--- src/rtl/serial_adder8.sv ---
// Bit-serial 8-bit adder: one full-adder cell and one carry flop process an
// operand pair LSB-first over eight RUN cycles, then present Sum/CarryOut for one Done cycle.
//
// state | meaning
// IDLE  | waiting for Start; operands are captured on the accepting edge
// RUN   | one bit per edge, bit_cnt 0..7
// DONE  | one-cycle Done pulse, returns to IDLE regardless of Start
module serial_adder8 (
    input  logic       clk,
    input  logic       reset,
    input  logic       Start,
    input  logic [7:0] AddX,
    input  logic [7:0] AddY,
    input  logic       CarryIn,
    output logic [7:0] Sum,
    output logic       CarryOut,
    output logic       Busy,
    output logic       Done
);

    typedef enum logic [1:0] {
        IDLE = 2'd0,
        RUN  = 2'd1,
        DONE = 2'd2
    } state_t;

    state_t     state;
    state_t     state_next;
    logic [7:0] x_reg;
    logic [7:0] y_reg;
    logic [7:0] res_reg;
    logic       carry;
    logic [2:0] bit_cnt;
    logic       sum_bit;
    logic       carry_next;

    assign sum_bit    = x_reg[0] ^ y_reg[0] ^ carry;
    assign carry_next = (x_reg[0] & y_reg[0]) | (x_reg[0] & carry) | (y_reg[0] & carry);

    always_ff @(posedge clk) begin
        if (reset) begin
            state <= IDLE;
        end else begin
            state <= state_next;
        end
    end

    always_comb begin
        state_next = state;
        unique case (state)
            IDLE:    if (Start) state_next = RUN;
            RUN:     if (bit_cnt == 3'd7) state_next = DONE;
            DONE:    state_next = IDLE;
            default: state_next = IDLE;
        endcase
    end

    always_comb begin
        Busy = (state == RUN);
        Done = (state == DONE);
    end

    always_ff @(posedge clk) begin
        if (reset) begin
            x_reg    <= '0;
            y_reg    <= '0;
            res_reg  <= '0;
            carry    <= 1'b0;
            bit_cnt  <= '0;
            Sum      <= '0;
            CarryOut <= 1'b0;
        end else begin
            case (state)
                IDLE: begin
                    if (Start) begin
                        x_reg   <= AddX;
                        y_reg   <= AddY;
                        carry   <= CarryIn;
                        bit_cnt <= '0;
                    end
                end
                RUN: begin
                    x_reg   <= {1'b0, x_reg[7:1]};
                    y_reg   <= {1'b0, y_reg[7:1]};
                    res_reg <= {sum_bit, res_reg[7:1]};
                    carry   <= carry_next;
                    bit_cnt <= bit_cnt + 3'd1;
                    // The last bit lands straight in Sum; res_reg is only complete one edge later.
                    if (bit_cnt == 3'd7) begin
                        Sum      <= {sum_bit, res_reg[7:1]};
                        CarryOut <= carry_next;
                    end
                end
                default: ;
            endcase
        end
    end

endmodule

--- config.mk ---
export PLATFORM = sky130hd
export DESIGN_NAME = serial_adder8
export DESIGN_NICKNAME = d
export VERILOG_FILES = /design/src/rtl/serial_adder8.sv
export SDC_FILE = /design/constraint.sdc
export NUM_CORES = 1
export LEC_CHECK = 0
export ABC_CLOCK_PERIOD_IN_PS = 3500
export CORE_MARGIN = 2
export CORE_UTILIZATION = 40
export DETAILED_ROUTE_END_ITERATION = 10
export PLACE_DENSITY = 0.6
export REMOVE_ABC_BUFFERS = 1
export SLEW_MARGIN = 20
export SYNTH_ARGS = -nofsm -noshare
export SYNTH_HDL_FRONTEND = slang
export SYNTH_SLANG_ARGS = --single-unit
--- constraint.sdc ---
create_clock -name clk -period 3.5 [get_ports clk]
set_input_delay 1.05 -clock clk [delete_from_list [all_inputs] [get_ports clk]]
set_output_delay 1.05 -clock clk [all_outputs]
set_load 0.03 [all_outputs]
==> flow_metrics.tcl <==
# yosys + openroad results
set metrics [dict create \
    cts_tree "yes" \
    hp-start "Sum[6]" \
    reg2reg_setup_slack_ns 1.73 \
    grt_util_met3_pct 3.41 \
    lay_top_count "dfxtp_1" \
    dp_cells 241 \
    sh_comb_area_pct 38.8 \
    p_switching_mw 0.215 \
    top_logic_kind "AND-OR/OR-AND gates" \
    grt.busiest_layer "met2" \
    h-tree-depth 2 \
    setup_viol 0 \
    syn2layout_area_growth_pct 22.8 \
    ctsResizeCount 0 \
    critPathCapture "Busy" \
    synth_top_cell_by_area "dfxtp_1" \
    holdPathEnd "Sum[6]" \
    ctsRootBufferMaster "clkbuf_8" \
    comb_cell_power_mw 0.113 \
    path_clk_slew_ns 0.07 \
    hold_depth 2 \
    slew_violations 0 \
    setup_ws_ns 0.520 \
    inv_count 2 \
    status "finished, final reports clean" \
    enable_flop_cells 0 \
    final_net_count 221 \
    hold_viol_final 0 \
    endpoint_kind "primary output" \
    combPwrFrac_pct 11.8 \
    postLayoutCellArea_um2 2060 \
    ys_seq_share_pct 45.4 \
    io_pins 31 \
    async_reset_ff_share_pct 0 \
    n_fill_cell 382 \
    p_sw_share_pct 22.6 \
    hold_path_class "reg2reg" \
    critPathBufInv 2 \
    synthAoiAreaFrac_pct 19.1 \
    drt-vias-per-instance 5.06 \
    crit_type "reg2out" \
    p_leak_nw 0.740 \
    p_seq_share_pct 49.0 \
    tns_ns 0 \
    ys_ff 38 \
    die_height_um 68.7 \
    maxSlewHeadroom_pct 50.7 \
    finalWirelength_mm 3.21 \
    fp_util_pct 41.6 \
]
-- synthesized netlist by cell type, types with 2 or more instances --
cell type  number
a211oi_2       15
a21oi_1        18
a22oi_1         2
buf_2           3
buf_4           2
buf_6           6
clkbuf_1        2
dfxtp_1        38
ha_1            2
mux2i_1        15
nand2_1        32
nand4bb_1       2
nor2_1         20
o21ai_0         2
-- per-stage QoR --
step	total power [mW]	hold slack (ns)	utilization, %
3_5_place_dp	0.590	0.453	48.3
2_1_floorplan	0.541	0.426	-
6_report	0.951	0.457	51.1
5_1_grt	0.994	0.469	51.1
4_1_cts	0.962	0.464	51.1
3_3_place_gp	0.586	0.448	48.3
-- cells by family after synthesis --
logic type | after synthesis
compound gates | 39
flops | 38
mux | 15
fa+ha+maj | 3
buf+inv | 16
simple gates | 62
==> images/util_map.png <==
Drawn at 6 px/µm. The die is cut into 7 by 7 equal tiles; black is low, pale yellow is high, 0 to 100% covered.
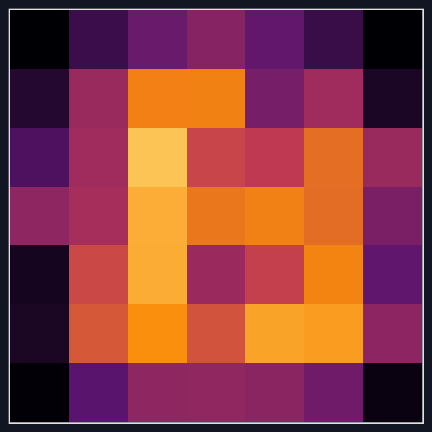
densest ninth of the die: centre
tiles over 75% full: 12%
fullest tile: 87%
mean over tiles: 42%
nearly empty tiles: 6.1%

==> images/clock_nets.png <==
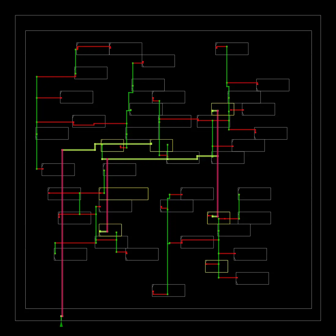
Flops: 38
clk ins delay skew pair: 0.29 ns
CTS buffer count: 5

==> images/m2.png <==
Drawn at 6 px/µm.
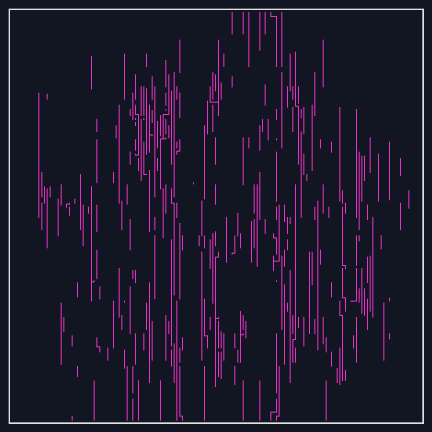
wire length on this layer: 1500 µm
longest straight run: 25.8 µm
main direction: vertical

==> images/ff_map.png <==
Drawn at 6 px/µm.
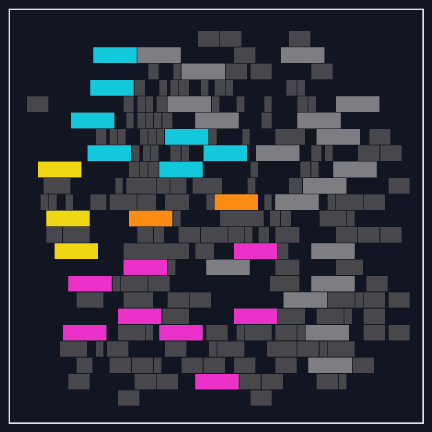
[x_reg] magenta | sequential cells: 8
[bit_cnt] yellow | sequential cells: 3
[state] orange | sequential cells: 2
[res_reg] cyan | sequential cells: 7
not coloured: 18

==> images/floorplan.png <==
Drawn at 6 px/µm. Pins as bars on the die edge.
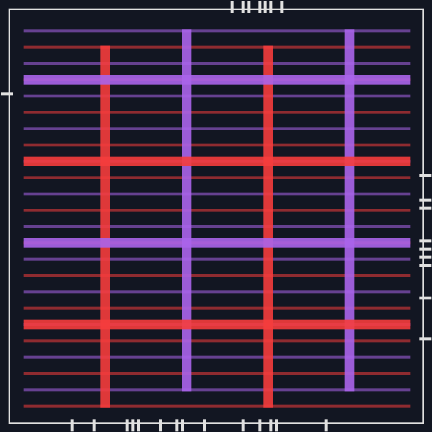
[VDD] purple
[VSS] red
met4 straps: 4
signal pins: 31
met5 straps: 4
rows: 23

Power and IR drop assume default switching activity.
